--- src/rtl/sdes_pkg.sv ---
// Shared definitions for the S-DES block sequencer.
// Stage codes double as the LED pattern on Stage.
package sdes_pkg;

  typedef enum logic [2:0] {
    ST_KEY  = 3'd0,
    ST_MODE = 3'd1,
    ST_IV   = 3'd2,
    ST_LEN  = 3'd3,
    ST_DATA = 3'd4,
    ST_RUN  = 3'd5,
    ST_SHOW = 3'd6
  } stage_t;

  localparam int ENC_BIT = 0;
  localparam int CBC_BIT = 1;

  // Rightmost switch selects "new message" in SHOW.
  function automatic int restart_bit(input int key_w);
    return key_w - 1;
  endfunction

endpackage

--- src/rtl/sdes_button_cond.sv ---
// Push-button conditioner: 2-flop synchroniser, debounce, press pulse.
module sdes_button_cond #(
  parameter int DEBOUNCE_CYC = 50000
) (
  input  logic clk,
  input  logic rst,
  input  logic btn,
  output logic press
);

  localparam int CW = $clog2(DEBOUNCE_CYC + 1);
  localparam logic [CW-1:0] LAST = CW'(DEBOUNCE_CYC - 1);

  logic          s1, s2, level;
  logic [CW-1:0] cnt;

  // cnt counts consecutive samples that disagree with the accepted level.
  always_ff @(posedge clk) begin
    if (rst) begin
      s1    <= 1'b0;
      s2    <= 1'b0;
      level <= 1'b0;
      cnt   <= '0;
      press <= 1'b0;
    end else begin
      s1    <= btn;
      s2    <= s1;
      press <= 1'b0;
      if (s2 == level) begin
        cnt <= '0;
      end else if (cnt == LAST) begin
        level <= s2;
        cnt   <= '0;
        press <= s2;
      end else begin
        cnt <= cnt + CW'(1);
      end
    end
  end

endmodule

--- src/rtl/sdes_core.sv ---
// Combinational simplified-DES core, 8-bit block, 10-bit key.
// Bit 1 (index 0 on the ports) is the leftmost bit, as in the textbook tables.
module sdes_core (
  input  logic [0:7] din,
  input  logic [0:9] key,
  input  logic       enc,
  output logic [0:7] dout
);

  localparam logic [0:15][1:0] S0 = '{
    2'd1, 2'd0, 2'd3, 2'd2,
    2'd3, 2'd2, 2'd1, 2'd0,
    2'd0, 2'd2, 2'd1, 2'd3,
    2'd3, 2'd1, 2'd3, 2'd2};
  localparam logic [0:15][1:0] S1 = '{
    2'd0, 2'd1, 2'd2, 2'd3,
    2'd2, 2'd0, 2'd1, 2'd3,
    2'd3, 2'd0, 2'd1, 2'd0,
    2'd2, 2'd1, 2'd0, 2'd3};

  function automatic logic [1:8] p8(input logic [1:10] v);
    return {v[6], v[3], v[7], v[4], v[8], v[5], v[10], v[9]};
  endfunction

  function automatic logic [1:8] fk(
    input logic [1:8] x,
    input logic [1:8] sk
  );
    logic [1:4] r;
    logic [1:4] p;
    logic [1:8] t;
    r = x[5:8];
    t = {r[4], r[1], r[2], r[3], r[2], r[3], r[4], r[1]} ^ sk;
    p = {S0[{t[1], t[4], t[2], t[3]}], S1[{t[5], t[8], t[6], t[7]}]};
    return {x[1:4] ^ {p[2], p[4], p[3], p[1]}, r};
  endfunction

  logic [1:10] k, p10, ls1, ls3;
  logic [1:8]  d, k1, k2, ka, kb, ip, f1, f2;

  assign k   = key;
  assign d   = din;
  assign p10 = {k[3], k[5], k[2], k[7], k[4],
                k[10], k[1], k[9], k[8], k[6]};
  assign ls1 = {p10[2:5], p10[1], p10[7:10], p10[6]};
  assign ls3 = {ls1[3:5], ls1[1:2], ls1[8:10], ls1[6:7]};
  assign k1  = p8(ls1);
  assign k2  = p8(ls3);
  assign ka  = enc ? k1 : k2;
  assign kb  = enc ? k2 : k1;
  assign ip  = {d[2], d[6], d[3], d[1], d[4], d[8], d[5], d[7]};
  assign f1  = fk(ip, ka);
  assign f2  = fk({f1[5:8], f1[1:4]}, kb);
  assign dout = {f2[4], f2[1], f2[3], f2[5],
                 f2[7], f2[2], f2[8], f2[6]};

endmodule

--- src/rtl/sdes_block_sequencer.sv ---
// Multi-block S-DES sequencer: button-driven entry, ECB/CBC run,
// paged result display.
module sdes_block_sequencer
  import sdes_pkg::*;
#(
  parameter int DATA_W       = 8,
  parameter int KEY_W        = 10,
  parameter int DEPTH        = 4,
  parameter int DEBOUNCE_CYC = 50000
) (
  input  logic                     CLK,
  input  logic                     RST,
  input  logic [0:KEY_W-1]         DataIn,
  input  logic                     SelectButton,
  output logic [0:DATA_W-1]        DataOutBlock,
  output logic [2:0]               Stage,
  output logic [$clog2(DEPTH)-1:0] ShowIndex,
  output logic                     Busy,
  output logic                     Done
);

  localparam int LW = $clog2(DEPTH);

  stage_t              state, state_nx;
  logic                press, restart;
  logic [0:KEY_W-1]    key;
  logic                enc, cbc;
  logic [0:DATA_W-1]   iv, chain, dout_q;
  logic [0:DATA_W-1]   core_in, core_out, res_val;
  logic [0:DATA_W-1]   bufm [DEPTH];
  logic [0:DATA_W-1]   res  [DEPTH];
  logic [LW:0]         len;
  logic [LW-1:0]       wp, ri, idx;
  logic                last_wr, last_run, last_show;

  sdes_button_cond #(
    .DEBOUNCE_CYC(DEBOUNCE_CYC)
  ) u_btn (
    .clk  (CLK),
    .rst  (RST),
    .btn  (SelectButton),
    .press(press)
  );

  sdes_core u_core (
    .din (core_in),
    .key (key),
    .enc (enc),
    .dout(core_out)
  );

  assign restart   = DataIn[restart_bit(KEY_W)];
  assign last_wr   = ({1'b0, wp} + (LW+1)'(1)) == len;
  assign last_run  = ({1'b0, ri} + (LW+1)'(1)) == len;
  assign last_show = ({1'b0, idx} + (LW+1)'(1)) == len;

  // CBC encrypt whitens the input; CBC decrypt whitens the output.
  assign core_in = (cbc && enc) ? bufm[ri] ^ chain : bufm[ri];
  assign res_val = (cbc && !enc) ? core_out ^ chain : core_out;

  always_ff @(posedge CLK) begin
    if (RST) state <= ST_KEY;
    else     state <= state_nx;
  end

  always_comb begin
    state_nx = state;
    case (state)
      ST_KEY:  if (press) state_nx = ST_MODE;
      ST_MODE: if (press)
                 state_nx = DataIn[CBC_BIT] ? ST_IV : ST_LEN;
      ST_IV:   if (press) state_nx = ST_LEN;
      ST_LEN:  if (press) state_nx = ST_DATA;
      ST_DATA: if (press && last_wr) state_nx = ST_RUN;
      ST_RUN:  if (last_run) state_nx = ST_SHOW;
      ST_SHOW: if (press && restart) state_nx = ST_KEY;
      default: state_nx = ST_KEY;
    endcase
  end

  always_comb begin
    Stage        = state;
    Busy         = (state == ST_RUN);
    Done         = (state == ST_SHOW);
    ShowIndex    = idx;
    DataOutBlock = Done ? dout_q : '0;
  end

  always_ff @(posedge CLK) begin
    if (RST) begin
      key    <= '0;
      enc    <= 1'b0;
      cbc    <= 1'b0;
      iv     <= '0;
      chain  <= '0;
      len    <= '0;
      wp     <= '0;
      ri     <= '0;
      idx    <= '0;
      dout_q <= '0;
      for (int i = 0; i < DEPTH; i++) begin
        bufm[i] <= '0;
        res[i]  <= '0;
      end
    end else begin
      dout_q <= (state == ST_SHOW) ? res[idx] : '0;
      case (state)
        ST_KEY: if (press) key <= DataIn;
        ST_MODE: if (press) begin
          enc <= DataIn[ENC_BIT];
          cbc <= DataIn[CBC_BIT];
        end
        ST_IV: if (press) iv <= DataIn[0:DATA_W-1];
        ST_LEN: if (press) begin
          len <= {1'b0, DataIn[0:LW-1]} + (LW+1)'(1);
          wp  <= '0;
        end
        ST_DATA: if (press) begin
          bufm[wp] <= DataIn[0:DATA_W-1];
          wp       <= wp + LW'(1);
          if (last_wr) begin
            ri    <= '0;
            chain <= iv;
          end
        end
        ST_RUN: begin
          res[ri] <= res_val;
          ri      <= ri + LW'(1);
          if (cbc) chain <= enc ? core_out : bufm[ri];
          if (last_run) idx <= '0;
        end
        ST_SHOW: if (press && !restart)
          idx <= last_show ? '0 : idx + LW'(1);
        default: ;
      endcase
    end
  end

endmodule

--- config.mk ---
export PLATFORM = sky130hd
export DESIGN_NAME = sdes_block_sequencer
export DESIGN_NICKNAME = d
export VERILOG_FILES = /design/src/rtl/sdes_pkg.sv /design/src/rtl/sdes_button_cond.sv /design/src/rtl/sdes_core.sv /design/src/rtl/sdes_block_sequencer.sv
export SDC_FILE = /design/constraint.sdc
export NUM_CORES = 1
export LEC_CHECK = 0
export CAP_MARGIN = 20
export CORE_AREA = 2 2 145 147
export DETAILED_ROUTE_END_ITERATION = 10
export DIE_AREA = 0 0 147 149
export GPL_TIMING_DRIVEN = 0
export SLEW_MARGIN = 25
export SYNTH_ARGS = -nofsm -noshare
export SYNTH_HDL_FRONTEND = slang
export SYNTH_SLANG_ARGS = --single-unit
--- constraint.sdc ---
create_clock -name CLK -period 5.3 [get_ports CLK]
set_input_delay 1.59 -clock CLK [delete_from_list [all_inputs] [get_ports CLK]]
set_output_delay 1.59 -clock CLK [all_outputs]
set_load 0.05 [all_outputs]
Nets reached from selected ports:
Scale: 2 px per um.
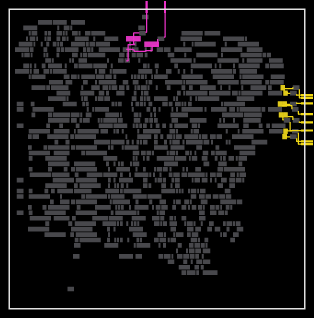
color	port	bits	direction	edge	end cells	wire
magenta	ShowIndex	2	output	north	2	72.8 um
yellow	DataOutBlock	8	output	east	8	72.2 um
# IOs: 28
PortBufs: 27

Cells colored by class:
Scale: 2 px per um.
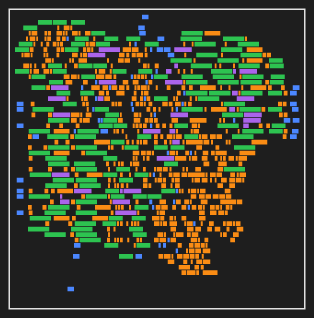
color	class	cells
blue	remaining buffers and delay cells	65
orange	combinational and other logic	526
green	sequential cells	134
purple	clock drivers and dummy loads	32
fin util: 40.2%
core area: 20,600 um^2
final instance area: 8270 um^2

Placed standard cells:
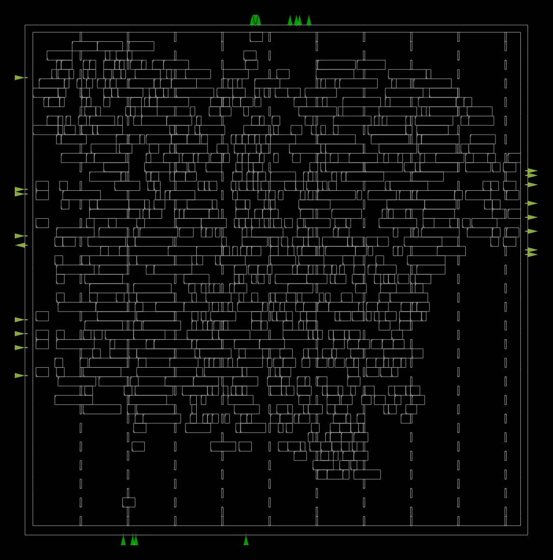
row count: 53
seq_cells: 134
Fill cells: 2,066

Met1 routing:
Scale: 3 px per um. Supply wires on this layer in gray. Cells faint in the background.
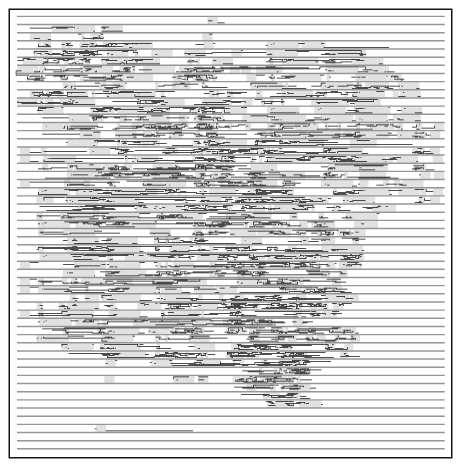
longest straight run	54.7 um
main direction	horizontal
share of all routed wire	45%
wire length on this layer	7,460 um
via count: 5,214
GR Util met1: 21.1%
routed wire length: 16,700 um

Cell density map:
Scale: 2 px per um. 15 x 15 tiles, from dark blue (low) to red (high), 0 to 100% covered.
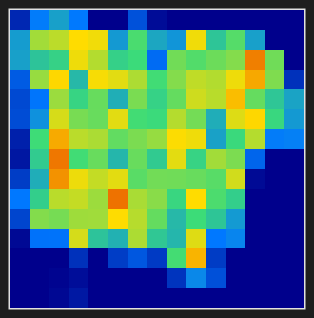
nearly empty tiles	27%
tiles over 75% full	4.9%
mean over tiles	36%
densest ninth of the die	center
FP Util: 34.2%

-- per-layer routing --
layer / global-route usage (%) / share of wire, % / vias up
li1: - / - / 2575
met1: 21.1 / 45 / 2502
met2: 27.2 / 49 / 129
met3: 3.09 / 5.3 / 8
met4: 4.13 / 0.65 / 0
met5: 0 / 0 / -
-- placed cells by master (no fill, tap or decap), drive strengths merged, types with 3 or more instances in the layout --
cell type and n:
dfxtp 70, or2 4, o2111a 4, inv 12, a211oi 6, xor3 3
clkbuf 50, nand2b 16, a31o 3, nand3 10, a21oi 33, clkdlybuf4s50 27
xnor2 37, a21boi 5, or3 8, a311oi 4, mux4 16, xor2 25
nand2 79, nand3b 7, o21ai 11, a31oi 4, nor2 93, a2111oi 3
o211ai 8, a21bo 7, edfxtp 64, and2 37, nor3b 5, nor3 8
clkinv 4, ha 7, nor2b 16, nor4 3, a22oi 3, mux2i 9
buf 8, nand4b 7, and3 18
-- cell families after synthesis --
| family | Yosys count | share of synthesized area [%] |
|---|---|---|
| flip-flops | 134 | 47.3 |
| multiplexers | 25 | 6.40 |
| AND/OR/NAND/NOR | 317 | 22.5 |
| buffers and inverters | 44 | 2.49 |
| AND-OR/OR-AND | 105 | 11.0 |
| adder cells (fa/ha/maj) | 7 | 1.25 |
| XOR/XNOR | 66 | 9.16 |
-- stage by stage --
step | hold WS (ns) | cells | worst slack [ns] | util [%] | total power, mW
CTS | 0.440 | 1032 | 0.571 | 40.2 | 2.48
finish | 0.439 | 1032 | 0.540 | 40.2 | 2.45
floorplan | 0.414 | 698 | 1.59 | - | 1.22
detailed placement | 0.425 | 1000 | 0.797 | 37.2 | 1.27
global placement | 0.422 | 1000 | 0.648 | 37.2 | 1.27
global route | 0.477 | 1032 | 0.353 | 40.2 | 2.53
-- critical path, cell delays in order (launching register included) --
cell and delay (ns):
dfxtp_1 0.31, clkbuf_1 0.19, nor2b_1 0.35, nand2_1 0.29
inv_1 0.20, clkbuf_1 0.48, clkdlybuf4s50_1 0.92
-- power groups by stage --
stage               sequential (mW)  combinational, mW  clock [mW]
detailed placement             1.13              0.143           0
global placement               1.13              0.142           0
CTS                            1.10              0.143        1.23
floorplan                      1.12             0.0965           0
finish                         1.10              0.141        1.21
global route                   1.11              0.154        1.27
-- registers in the layout, indices dropped and copies added, names as in the netlist, 2 cells and up, named ones only --
register	count
key	10
wp	2
dout_q	8
ri	2
bufm	32
ShowIndex	2
len	3
chain	8
Stage	3
res	32
iv	8
u_btn.cnt	16
-- worst paths after layout --
path                  from   endpoint  slack [ns]  cells past startpoint
hold reg to reg   u_btn.s1   u_btn.s2        0.44                      1
setup / recovery  Stage[1]       Busy        0.54                      6
setup reg to reg  register  res[1][5]        0.86                     14
hold / removal    u_btn.s1   u_btn.s2        0.44                      1
-- area by class of cell --
type	instances	share of cell area (%)
Inverter	6	0.272
Sequential cell	134	40.2
Tap cell	275	4.16
Timing Repair Buffer	27	3.27
Clock inverter	12	1.69
Buffer	38	1.85
Multi-Input combinational cell	520	42.9
Clock buffer	20	5.66
==> impl_metrics.tcl <==
# place-and-route summary
set metrics [dict create \
    n_antenna_cell 0 \
    drive_gt1_share_pct 9.91 \
    via_per_inst 5.05 \
    status "completed" \
    antenna_found_initial 0 \
    net-switching-power_uw 552 \
    edf_count 64 \
    numClockSinks 134 \
    yosysMostFrequentCell "nor2_1" \
    drtPass1Iterations 5 \
    cts_tree "done" \
    die_x_um 147 \
    yosysTopAreaCellShare_pct 27.3 \
    gp_congestion 0.833 \
    hold_buffers 0 \
    area_leaders "edfxtp_1 27%, dfxtp_1 20%, mux4_2 5.1%" \
    cp.required_ns 3.71 \
    fin_crit_ns 4.76 \
    arrival_ns 3.17 \
    ys_ff 134 \
    vdd_drop_max_mv 0.225 \
    synth_cells 698 \
    warnings 26 \
    tns_ns 0 \
    seq_power_share_pct 45.0 \
    num-nets-final 764 \
    clock_skew_ns 0.00677 \
    fp_nets 718 \
    rsz0062_at_grt "false" \
    min_path_type "register to register" \
    timing.slew.headroom_pct 42.3 \
    cts_resized 0 \
    cp-start-kind "register" \
    seq_area_frac_synth_pct 47.3 \
    grt_pass1_wl_um 27000 \
    setup_viol 0 \
    cp_max_fo 10 \
    dieArea_um2 21900 \
    p_comb_share_pct 5.8 \
    hpwlAfterDp_um 12000 \
    ys_cells 698 \
    crit_type "register to output port" \
    finalCritPeriodShare_pct 89.8 \
    tightest_slew_ns 0.865 \
    finalMaxSlewViolations 0 \
    die.size.y_um 149 \
    comb_area_um2 3550 \
    numCtsBuffers 17 \
    cts.path.max_buffers 2 \
    syn2layout_area_growth_pct 17.6 \
    async_flop_share_pct 0 \
    end_kind "output port" \
    yosys-stat-area_um2 7030 \
    grt_use_total_pct 16.0 \
    wl_per_cell_um 16.2 \
    drv_cap 0 \
    htreeDepth 4 \
]
Power is estimated from default activity; no workload was simulated.
